File: config.mk
export PLATFORM = sky130hd
export DESIGN_NAME = cla_pipe_adder
export DESIGN_NICKNAME = d
export VERILOG_FILES = /design/src/rtl/cla_pipe_adder.sv
export SDC_FILE = /design/constraint.sdc
export NUM_CORES = 1
export LEC_CHECK = 0
export CORE_UTILIZATION = 45
export DETAILED_ROUTE_END_ITERATION = 8
export PLACE_DENSITY = 0.69
export RECOVER_POWER = 50
export SLEW_MARGIN = 20
export SYNTH_ARGS = -nofsm -noshare
export SYNTH_HDL_FRONTEND = slang
export SYNTH_SLANG_ARGS = --single-unit
File: constraint.sdc
create_clock -name clk -period 3.25 [get_ports clk]
set_clock_uncertainty 0.2 [all_clocks]
set_input_delay 0.325 -clock clk [delete_from_list [all_inputs] [get_ports clk]]
set_output_delay 0.325 -clock clk [all_outputs]
set_load 0.01 [all_outputs]
File: src/rtl/cla_pipe_adder.sv
// Three-stage pipelined carry-lookahead adder (bit G/P, group lookahead, sum) with valid/ready flow.
// Optional signed-overflow output Ovf is enabled by defining CLA_OVF_FLAG_EN.
module cla_pipe_adder #(
  parameter int WIDTH = 16,
  parameter int GROUP = 4
) (
  input  logic             clk,
  input  logic             rst,
  input  logic             in_valid,
  output logic             in_ready,
  input  logic [WIDTH-1:0] A,
  input  logic [WIDTH-1:0] B,
  input  logic             Ci,
  output logic             out_valid,
  input  logic             out_ready,
  output logic [WIDTH-1:0] S,
  output logic             Co
`ifdef CLA_OVF_FLAG_EN
  ,
  output logic             Ovf
`endif
);

  localparam int NG = WIDTH / GROUP;

  generate
    if ((WIDTH % GROUP) != 0 || WIDTH < GROUP) begin : g_bad_width
      $error("cla_pipe_adder: WIDTH must be a non-zero multiple of GROUP");
    end
  endgenerate

  logic             r_v1, r_v2, r_v3;
  logic [WIDTH-1:0] r_a, r_b;
  logic             r_ci;
  logic [WIDTH-1:0] r_p2, r_g2;
  logic [NG:0]      r_cg2;
  logic [WIDTH-1:0] r_s;
  logic             r_co;

  logic             w_ld1, w_ld2, w_ld3;
  logic [WIDTH-1:0] w_g1, w_p1;
  logic [NG-1:0]    w_gg, w_gp;
  logic [NG:0]      w_cg;
  logic [WIDTH-1:0] w_c, w_sum;
  logic             w_unused_gtop;

  // A stage may load when it is empty or its contents leave this cycle.
  assign w_ld3    = !r_v3 || out_ready;
  assign w_ld2    = !r_v2 || w_ld3;
  assign w_ld1    = !r_v1 || w_ld2;
  assign in_ready = w_ld1 && !rst;

  assign w_g1 = r_a & r_b;
  assign w_p1 = r_a ^ r_b;

  always_comb begin
    w_gg  = '0;
    w_gp  = '1;
    w_cg  = '0;
    w_cg[0] = r_ci;
    for (int unsigned j = 0; j < NG; j++) begin
      for (int unsigned k = 0; k < GROUP; k++) begin
        w_gg[j] = w_g1[j*GROUP+k] | (w_p1[j*GROUP+k] & w_gg[j]);
        w_gp[j] = w_gp[j] & w_p1[j*GROUP+k];
      end
      w_cg[j+1] = w_gg[j] | (w_gp[j] & w_cg[j]);
    end
  end

  // Ripple inside each group from its lookahead carry; group-top g is subsumed by r_cg2.
  always_comb begin
    w_c           = '0;
    w_unused_gtop = 1'b0;
    for (int unsigned j = 0; j < NG; j++) begin
      w_c[j*GROUP] = r_cg2[j];
      for (int unsigned k = 1; k < GROUP; k++) begin
        w_c[j*GROUP+k] = r_g2[j*GROUP+k-1] | (r_p2[j*GROUP+k-1] & w_c[j*GROUP+k-1]);
      end
      w_unused_gtop = w_unused_gtop ^ r_g2[j*GROUP+GROUP-1];
    end
  end

  assign w_sum = r_p2 ^ w_c;

  always_ff @(posedge clk) begin
    if (in_ready && in_valid) begin
      r_a  <= A;
      r_b  <= B;
      r_ci <= Ci;
    end
    if (w_ld2 && r_v1) begin
      r_p2  <= w_p1;
      r_g2  <= w_g1;
      r_cg2 <= w_cg;
    end
  end

  always_ff @(posedge clk) begin
    if (rst) begin
      r_v1 <= 1'b0;
      r_v2 <= 1'b0;
      r_v3 <= 1'b0;
      r_s  <= '0;
      r_co <= 1'b0;
    end else begin
      if (w_ld1) r_v1 <= in_valid;
      if (w_ld2) r_v2 <= r_v1;
      if (w_ld3) r_v3 <= r_v2;
      if (w_ld3 && r_v2) begin
        r_s  <= w_sum;
        r_co <= r_cg2[NG];
      end
    end
  end

  assign out_valid = r_v3;
  assign S         = r_s;
  assign Co        = r_co;

`ifdef CLA_OVF_FLAG_EN
  logic r_ovf;

  always_ff @(posedge clk) begin
    if (rst) begin
      r_ovf <= 1'b0;
    end else if (w_ld3 && r_v2) begin
      r_ovf <= w_c[WIDTH-1] ^ r_cg2[NG];
    end
  end

  assign Ovf = r_ovf;
`endif

endmodule

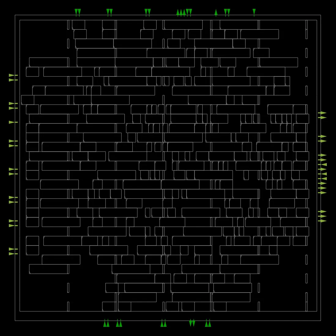
Fig. 1. Placed standard cells (run 1).
sequential share of cell area: 57.1%
tap cells: 99
Layout fillers: 613
flop count: 86

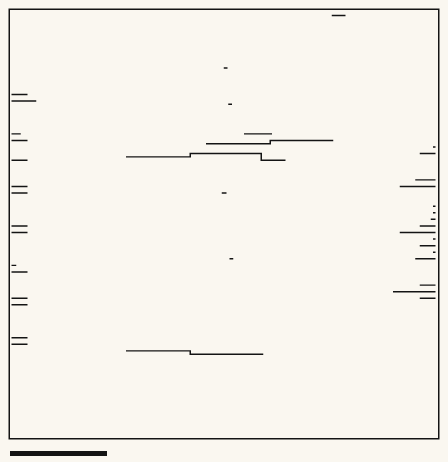
Fig. 2. Signal wires on met3 (run 1).
Bar = 20 um.
nets with wire on the layer: 35
main direction: horizontal
share of all routed wire: 3.9%

==> results_dict.tcl, run 1 <==
# implementation run metrics
set metrics [dict create \
    layout_min_cycle_time_ns 2.49 \
    fin_tns_setup_ns 0 \
    track_usage_pct 14.2 \
    yosysChipArea_um2 3370 \
    cts.sinks 86 \
    grt_pass1_vias 1770 \
    cp_data_arrival_time_ns 1.96 \
    cts_root_buf "clkbuf_8" \
    ys_types 32 \
    top_usage_layer "met2" \
    grt_pass1_wl_um 8090 \
    met1_usage_pct 18.5 \
    synth-main-ff-cell "edfxtp_1" \
    ys_top_cells_by_count "edfxtp_1 (66), nand2_1 (29), ha_1 (28)" \
    ys_cells 226 \
    coreArea_um2 7250 \
    cts_buffer_depth 2 \
    ant_nets 0 \
    synthArstFlopShare_pct 0 \
    timing.fmax_mhz 402 \
    ir_drop_mv 0.283 \
    synth.avg_cell_area_um2 14.9 \
    synth-seq-cells 86 \
    cts.reportedPaths.clkPinSlew_ns 0.07 \
    synth_dominant_cell_count "edfxtp_1" \
    drtIter0Drc 113 \
    outcome "complete, no violations" \
    syn_to_final_growth_pct 23.8 \
    synthCells 226 \
    power_mw 2.10 \
    worst_ep_required_time_ns 2.72 \
    gp_congestion 0.731 \
    p_leak_nw 1.55 \
    antenna_found_initial 0 \
    slew_headroom_pct 44.5 \
    hold_depth 2 \
    postSynthSeqShare_pct 70.7 \
    endpoint_kind "primary output" \
    fp_nets 291 \
    cts_resized 0 \
    syn_area_um2 3370 \
    die_area_um2 7830 \
    cts_tree "done" \
    edf_count 66 \
    rows 31 \
    htreeDepth 3 \
    antenna_cells 0 \
    fin_nets 355 \
    port_buffers 55 \
    die_h_um 88.5 \
    fin_crit_sh_pct 76.5 \
    drv_cap 0 \
    drc_errors 0 \
    yosysWarnings 0 \
    io_pins 56 \
    post_cts_buffers 0 \
    initial_core_util_pct 46.4 \
    gr-total-overflow 0 \
    warnings 26 \
    die_w_um 88.5 \
    place_hpwl_um 3490 \
    first_pass_iters 4 \
    yosysTopAreaCell "edfxtp_1" \
    topCellsByArea "edfxtp_1 (59%), dfxtp_1 (12%), ha_1 (10%), nand2_1 (3.2%), a21oi_1 (2.5%)" \
    whs_ns 0.245 \
    drive_above_1_share_pct 12.5 \
    top_area_share_pct 58.8 \
    wire_per_inst_um 12.5 \
    vias_per_cell 4.73 \
    cp_max_fo 4 \
    met2_usage_pct 21.4 \
    hold_buffers 0 \
    rsz0062_at_grt "false" \
    worstHoldPathType "flop to flop" \
    hold_viol_final 0 \
    wirelength_um 4930 \
    r2r_cells 9 \
    finalMaxSlewViolations 0 \
    critPathKind "primary input to primary output" \
    setup_violations 0 \
    worstSkewPairLatency_ns 0.34 \
    powerDensity_nw_per_um2 505 \
    use_met3_pct 5.32 \
    start_kind "primary input" \
    worst_pin_slew_ns 0.832 \
    via_count 1863 \
    numCtsBuffers 9 \
    grt_start_max_net_pins 34 \
]
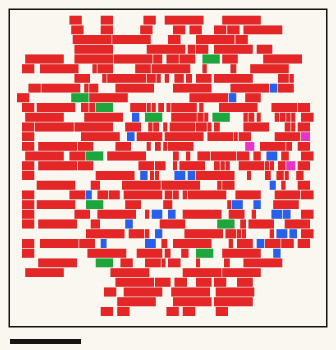
Fig. 3. Cells by drive strength (run 1).
Bar = 20 um.
legend:
  green:
    size: x6 and larger
    cells: 10
    most_used: clkbuf_8
  blue:
    size: x2
    cells: 24
    most_used: or2_2
  magenta:
    size: x3 and x4
    cells: 3
    most_used: buf_4
  red:
    size: x1 and smaller
    cells: 258
    most_used: edfxtp_1

## run 1: per-stage QoR
stage / cells / setup slack, ns / util, % / instance area [um2]
floorplan: 226 / 0.483 / - / 3370
global placement: 378 / 0.891 / 55.4 / 4020
detailed placement: 378 / 0.857 / 55.4 / 4020
CTS: 394 / 0.876 / 57.6 / 4180
global route: 394 / 0.643 / 57.5 / 4170
finish: 394 / 0.765 / 57.5 / 4170
## run 1: flip-flops by register name, indices dropped and copies added (netlist names)
| name | flops |
|---|---|
| Co | 1 |
| S | 16 |
| out_valid | 1 |
| r_a | 16 |
| r_b | 16 |
| r_cg2 | 5 |
| r_ci | 1 |
| r_g2 | 12 |
| r_p2 | 16 |
| r_v1 | 1 |
| r_v2 | 1 |
## run 1: cells by family after synthesis
group           share of synthesized area (%)
fa+ha+maj                                10.4
simple gates                             9.66
flops                                    70.7
compound gates                           6.20
xor+xnor                                 1.04
buf+inv                                  1.97
## run 1: routing by layer
metal | wire [um] | up-vias
met2 | 2320 | 45
met1 | 2330 | 864
met5 | 0 | -
li1 | - | 948
met3 | 189 | 6
met4 | 83 | 0
## run 1: cells in the final DEF, fill, tap and decap left out, types with 3 or more instances in the layout
master	instances
a21oi_2	6
clkbuf_1	4
nand2_2	6
clkbuf_8	10
ha_1	28
xnor2_1	4
edfxtp_1	66
clkdlybuf4s50_1	4
nand4_1	3
dlygate4sd3_1	51
or2_2	8
nor2_1	12
nand2_1	29
dfxtp_1	20
a21oi_1	17
buf_4	3
## run 1: final timing paths
path              from       end  slack, ns
min reg2reg       S[7]      S[7]       0.25
min               S[7]      S[7]       0.25
max          out_ready  in_ready       0.76
max reg2reg   r_cg2[3]     S[15]       1.00
## run 1: power breakdown
part / switching (mW) / total [mW] / leakage [nW] / internal [mW]
Combinational: 0.0996 / 0.200 / 0.683 / 0.101
Clock: 0.324 / 0.622 / 0.0844 / 0.298
Sequential: 0.0221 / 1.28 / 0.780 / 1.26
## run 1: worst max-delay path: stages
cell and delay (ns):
dlygate4sd3_1 0.53, nor2b_1 0.20, and2_0 0.28, a21oi_1 0.13, clkdlybuf4s50_1 0.49
## run 1: area by class of cell
type / instances / area, um2
Clock buffer: 14 / 153
Clock inverter: 2 / 10.0
Fill cell: 613 / 3080
Inverter: 2 / 7.51
Multi-Input combinational cell: 132 / 915
Sequential cell: 86 / 2380
Tap cell: 99 / 124
Timing Repair Buffer: 59 / 578
--- run 2 (diff from run 1) ---
- clock period: 3.25 -> 2.4 ns (I/O delays scaled with it)
==> run 2 against run 1 <==
  * Design area is 2.6% higher
  * Combinational power is 39% higher
  * Die size did not move
  * Non-clock buffer count rose by 3
  * Wire length rose by 2.0%
  * Sequential cell count unchanged
  * Clock power up 95%
  * Register-to-register slack lost 0.85 ns
  * Sequential share of layout area down 1.4 points
  * Total power grew 53%
  * Critical path depth fell by 1
  * Critical path type is now flop to primary output
  * Largest power group unchanged
==> results_dict.tcl, run 2 <==
# implementation run metrics
set metrics [dict create \
    top_area_share_pct 58.8 \
    die_area_um2 7830 \
    endpoint_kind "primary output" \
    worst_pin_slew_ns 1.07 \
    coreArea_um2 7250 \
    via_count 1874 \
    io_pins 56 \
    ys_cells 226 \
    initial_core_util_pct 46.4 \
    synth_dominant_cell_count "edfxtp_1" \
    fillers 595 \
    port_buffers 55 \
    cts_root_buf "clkbuf_8" \
    ys_types 32 \
    grt_pass1_wl_um 8130 \
    slowest_stage "clkdlybuf4s50_1" \
    regArea_um2 2380 \
    synthArstFlopShare_pct 0 \
    synth-main-ff-cell "edfxtp_1" \
    vias_per_cell 4.72 \
    start_kind "flop" \
    outcome "complete, no violations" \
    cts.reportedPaths.clkPinSlew_ns 0.08 \
    synth.avg_cell_area_um2 14.9 \
    combGateArea_um2 912 \
    ir_drop_mv 0.418 \
    ant_nets 0 \
    cts.sinks 86 \
    timing.fmax_mhz 443 \
    die_h_um 88.5 \
    path_cells "nor2b_1, and2_1, a21oi_1, clkdlybuf4s50_1" \
    fin_crit_sh_pct 94.1 \
    wire_per_inst_um 12.7 \
    warnings 26 \
    edf_count 66 \
    post_cts_buffers 0 \
    rsz0062_at_grt "false" \
    topCellsByArea "edfxtp_1 (59%), dfxtp_1 (12%), ha_1 (10%), nand2_1 (3.2%), a21oi_1 (2.5%)" \
    syn_area_um2 3370 \
    worstSkewPairLatency_ns 0.35 \
    fin_tns_setup_ns 0 \
    drive_above_1_share_pct 13.4 \
    synthCells 226 \
    place_hpwl_um 3600 \
    syn_to_final_growth_pct 27.0 \
    final_cell_mix "edfxtp_1 (66), dlygate4sd3_1 (34), nand2_1 (29)" \
    gp_congestion 0.739 \
    cts_resized 0 \
    powerDensity_nw_per_um2 754 \
    final_util_pct 59.0 \
    yosysWarnings 0 \
    rows 31 \
    worst-path-buf-inv 1 \
    track_usage_pct 14.6 \
    yosysChipArea_um2 3370 \
    slew_headroom_pct 28.4 \
    antenna_cells 0 \
    grt_pass1_vias 1830 \
    max_stage_delay_ns 0.57 \
    grt_start_max_net_pins 34 \
    worst_ep_required_time_ns 1.96 \
    p_leak_nw 1.54 \
    cp_max_fo 4 \
    worstHoldPathType "flop to flop" \
    numCtsBuffers 9 \
    drc_errors 0 \
    hold_viol_final 0 \
    cts_tree "done" \
    synth-seq-cells 86 \
    setup_violations 0 \
    lay_top_count "edfxtp_1" \
    cts_buffer_depth 2 \
    critPathKind "flop to primary output" \
    gr-total-overflow 0 \
    drtIter0Drc 36 \
    antenna_found_initial 0 \
    postSynthSeqShare_pct 70.7 \
    drv_cap 0 \
    htreeDepth 3 \
    cp_top_family "buffers and inverters" \
    cp_data_arrival_time_ns 1.82 \
    ys_top_cells_by_count "edfxtp_1 (66), nand2_1 (29), ha_1 (28)" \
    first_pass_iters 4 \
    fp_nets 291 \
    layout_min_cycle_time_ns 2.26 \
    yosysTopAreaCell "edfxtp_1" \
    wirelength_um 5030 \
    die_w_um 88.5 \
    finalMaxSlewViolations 0 \
    hold_buffers 0 \
    fin_nets 358 \
]
run 2: cell type report:
| class | instances | area share, % |
|---|---|---|
| Sequential cell | 86 | 55.7 |
| Multi-Input combinational cell | 132 | 21.3 |
| Timing Repair Buffer | 62 | 14.2 |
| Clock buffer | 10 | 3.22 |
| Tap cell | 99 | 2.90 |
| Clock inverter | 6 | 2.52 |
| Inverter | 2 | 0.176 |
run 2: cells by family after synthesis:
family                     Yosys count  share of synthesized area (%)
DFF                                 86                           70.7
and+or+nand+nor                     67                           9.66
AOI/OAI and AO/OA                   33                           6.20
adders and majority gates           28                           10.4
buffers and inverters                8                           1.97
xor gates and xnor gates             4                           1.04
run 2: stage by stage:
stage	instances	setup slack [ns]	total power, mW	hold WS (ns)	cell area [um2]
floorplan	226	0.0179	1.93	0.139	3370
global placement	381	0.138	2.06	0.243	4050
detailed placement	381	0.149	2.06	0.252	4050
CTS	397	0.141	3.27	0.223	4300
global route	397	0.0187	3.37	0.281	4280
finish	397	0.142	3.23	0.259	4280
run 2: path summary, 6_finish.rpt:
kind	cells after the start	startpoint	endpoint	slack (ns)
hold reg to reg	2	S[11]	S[11]	0.26
setup / recovery	4	out_valid	in_ready	0.14
hold / removal	2	S[11]	S[11]	0.26
setup reg to reg	9	r_p2[8]	S[11]	0.15
run 2: where the power goes:
| group | internal [mW] | switching [mW] | total, mW | leakage (nW) |
|---|---|---|---|---|
| registers | 1.71 | 0.0298 | 1.74 | 0.780 |
| clock network | 0.718 | 0.493 | 1.21 | 0.124 |
| logic | 0.145 | 0.134 | 0.278 | 0.639 |
| total | 2.57 | 0.657 | 3.23 | 1.54 |
run 2: per-layer routing:
layer	wire length (um)	global-route usage [%]	vias to the layer above	share of wire [%]
met2	2670	25.9	40	53
met4	70	7.04	0	1.4
met5	0	0	-	0
met3	230	5.04	7	4.6
li1	-	-	954	-
met1	2060	15.6	873	41
run 2: worst reg2reg max path: stages (launching register included):
cell and delay, ns:
edfxtp_1 0.37, ha_1 0.21, or2_2 0.30, ha_1 0.18, or2_2 0.27, ha_1 0.18, nor2_1 0.13, xnor2_1 0.13
nand2_1 0.07, a21oi_1 0.13
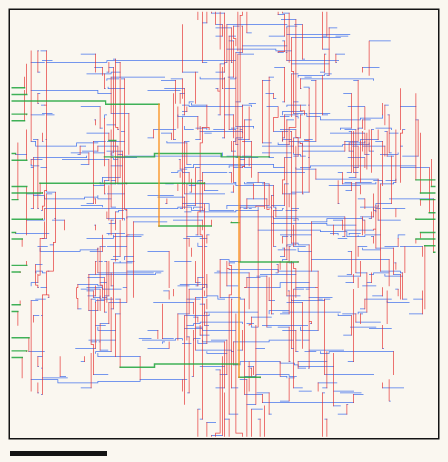
Fig. 4. Routed metal, one color a layer (run 2).
Bar = 20 um.
legend:
  blue:
    layer: M1
    wire_length: 2060 um
  green:
    layer: M3
    wire_length: 231 um
  orange:
    layer: M4
    wire_length: 70.7 um
  red:
    layer: M2
    wire_length: 2670 um

--- run 3 (diff from run 2) ---
==> constraint.sdc (replaced) <==
create_clock -name clk -period 2.4 [get_ports clk]
set_clock_uncertainty 0.2 [all_clocks]
set_input_delay 0.36 -clock clk [delete_from_list [all_inputs] [get_ports clk]]
set_output_delay 0.36 -clock clk [all_outputs]
set_load 0.01 [all_outputs]
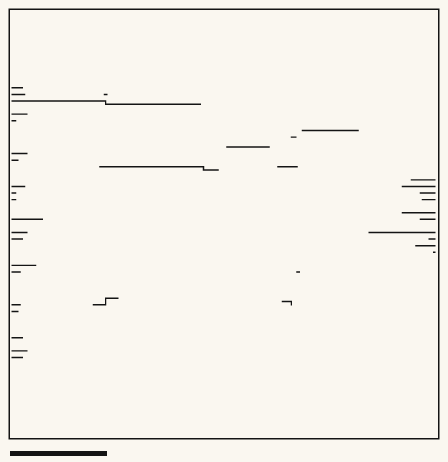
Fig. 5. Signal wires on met3 (run 3).
Bar = 20 um.
share of all routed wire: 3.6%
main direction: horizontal
wire length on this layer: 189 um

==> run 3 against run 2 <==
  * Non-clock buffer count up 2
  * Clock power decreased by 18%
  * Core utilization is 0.64 points lower
  * Sequential cell count did not move
  * Final cell count up 0.50%
  * Area after synthesis unchanged
  * Global-route usage grew 0.66 points
  * Worst hold slack better by 0.00075 ns
  * Critical path depth grew 1
  * Critical path type is now primary input to primary output
  * Largest power group unchanged
  * Highest routed layer unchanged
==> results_dict.tcl, run 3 <==
# implementation run metrics
set metrics [dict create \
    postSynthSeqShare_pct 70.7 \
    dr.max_layer_used "met4" \
    coreArea_um2 7250 \
    ys_top_cells_by_count "edfxtp_1 (66), nand2_1 (29), ha_1 (28)" \
    numCtsBuffers 9 \
    critPathKind "primary input to primary output" \
    cts_buffer_depth 2 \
    die_h_um 88.5 \
    instances_no_fill 399 \
    detailedPlace.worstSlack_ns -0.0663 \
    outcome "complete, no violations" \
    gp_congestion 0.696 \
    first_pass_iters 4 \
    timing.rr.end "S[15]" \
    synth-main-ff-cell "edfxtp_1" \
    drive_above_1_share_pct 13.7 \
    initial_core_util_pct 46.4 \
    ys_types 32 \
    die_area_um2 7830 \
    drc_errors 0 \
    yosysTopAreaCell "edfxtp_1" \
    hold_viol_final 0 \
    start_kind "primary input" \
    track_usage_pct 15.3 \
    final_cell_mix "edfxtp_1 (66), dlygate4sd3_1 (35), nand2_1 (29)" \
    synth_dominant_cell_count "edfxtp_1" \
    setup_violations 0 \
    yosysChipArea_um2 3370 \
    slew_headroom_pct 60.1 \
    fin_nets 360 \
    warnings 26 \
    cts_resized 1 \
    lay_top_count "edfxtp_1" \
    syn_area_um2 3370 \
    gr-total-overflow 0 \
    antenna_found_initial 0 \
    ant_nets 0 \
    top_area_share_pct 58.8 \
    wire_per_inst_um 13.0 \
    cp_data_arrival_time_ns 1.74 \
    synth-seq-cells 86 \
    powerDensity_nw_per_um2 712 \
    syn_to_final_growth_pct 25.6 \
    p_leak_nw 1.52 \
    die_w_um 88.5 \
    htreeDepth 3 \
    rsz0062_at_grt "false" \
    fin_ws_ns 0.101 \
    fin_area_um2 4230 \
    ys_cells 226 \
    worst_pin_slew_ns 0.595 \
    layout_min_cycle_time_ns 2.30 \
    topCellsByArea "edfxtp_1 (59%), dfxtp_1 (12%), ha_1 (10%), nand2_1 (3.2%), a21oi_1 (2.5%)" \
    via_count 1928 \
    r2r_slack_ns 0.14 \
    placed_cells 383 \
    grt_pass1_wl_um 8690 \
    rows 31 \
    place_area_um2 4070 \
    endpoint_kind "primary output" \
    port_buffers 55 \
    ir_drop_mv 0.420 \
    antenna_cells 0 \
    worstSkewPairLatency_ns 0.35 \
    wirelength_um 5210 \
    vias_per_cell 4.83 \
    timing.fmax_mhz 435 \
    yosysWarnings 0 \
    io_pins 56 \
    synthArstFlopShare_pct 0 \
    finalMaxSlewViolations 0 \
    final_util_pct 58.3 \
    post_cts_buffers 0 \
    grt_start_max_net_pins 34 \
    cts.sinks 86 \
    cts_tree "done" \
    drtIter0Drc 92 \
    drv_cap 0 \
    crit_start "out_ready" \
    cts_root_buf "clkbuf_8" \
    hold_buffers 0 \
    met2_length_um 2840 \
    cp_max_fo 4 \
    regToRegStartpoint "r_p2[12]" \
    synthCells 226 \
    fin_crit_sh_pct 95.8 \
    synth.avg_cell_area_um2 14.9 \
    worstSetupEndpoint "in_ready" \
    fin_tns_setup_ns 0 \
    edf_count 66 \
    cts.reportedPaths.clkPinSlew_ns 0.08 \
    place_hpwl_um 3660 \
    fp_nets 291 \
    drt-met1-wl_um 2110 \
    r2r_cells 9 \
    wl_met3_um 188 \
    worstHoldPathType "flop to flop" \
    worst_ep_required_time_ns 1.84 \
    grt_pass1_vias 1923 \
]
==> run 3: worst min-delay path by stage <==
| stage | to | cells past startpoint | slack [ns] | from |
|---|---|---|---|---|
| 4_1_cts | r_cg2[0] | 0 | 0.26 | r_ci |
| 3_3_place_gp | r_cg2[0] | 0 | 0.24 | r_ci |
| 3_5_place_dp | r_cg2[0] | 0 | 0.24 | r_ci |
| 6_report | r_cg2[0] | 0 | 0.26 | r_ci |
| 5_1_grt | S[11] | 2 | 0.28 | S[11] |
| 2_1_floorplan | r_cg2[0] | 0 | 0.23 | r_ci |
==> run 3: cell type report <==
class | count | area [um2]
repair buffers | 64 | 613
well taps | 99 | 124
fillers | 583 | 3020
inverters | 2 | 7.51
clock inverters | 7 | 72.6
flip-flops and latches | 86 | 2380
multi-input cells | 132 | 907
clock buffers | 9 | 124
==> run 3: power breakdown <==
group	total (mW)	switching [mW]	internal, mW
combinational	0.284	0.139	0.145
clock	0.994	0.510	0.484
sequential	1.74	0.0299	1.71
==> run 3: kinds of logic after synthesis <==
family | synth area share (%)
AOI/OAI and AO/OA | 6.20
xor gates and xnor gates | 1.04
adders and majority gates | 10.4
buffers and inverters | 1.97
DFF | 70.7
and+or+nand+nor | 9.66
==> run 3: through the flow <==
| stage | power [mW] | hold slack [ns] |
|---|---|---|
| after floorplan | 1.93 | 0.227 |
| after global placement | 2.06 | 0.244 |
| after detailed placement | 2.07 | 0.243 |
| after CTS | 3.06 | 0.263 |
| after global routing | 3.16 | 0.280 |
| final | 3.01 | 0.260 |
==> run 3: per-layer routing <==
metal / global-route usage [%] / vias up
li1: - / 955
met1: 17.3 / 923
met2: 27.7 / 45
met3: 3.45 / 5
met4: 6.60 / 0
met5: 0 / -
==> run 3: worst max-delay path, stage by stage <==
cell	delay, ns
dlygate4sd3_1	0.56
nor2b_1	0.22
and2_0	0.20
a21oi_1	0.10
dlygate4sd2_1	0.29

==> gallery <==
I/O pins on the die edge.
Bar = 20 um. Pins as bars across the die edge, other pins in gray.
image #1
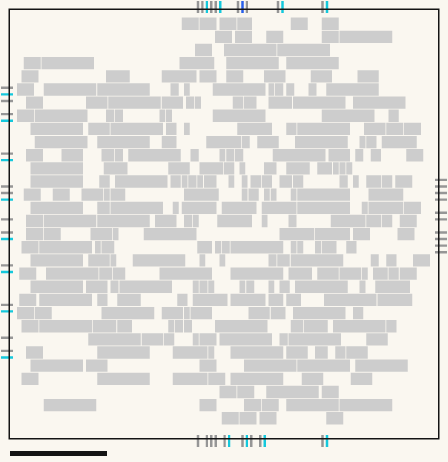
image #2
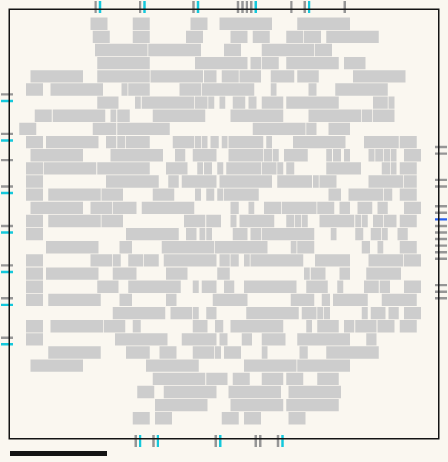
| from | picture |
|---|---|
| run 3 | image #1 |
| run 1 | image #2 |

Key to image #2:
legend:
  cyan:
    port: A
    pins: 16
    direction: input
    edge: 7 west, 5 north, 4 south
  blue:
    port: rst
    pins: 1
    direction: input
    edge: east
all pins by edge: 16 east, 15 west, 15 north, 10 south

Power is estimated from default activity; no workload was simulated.
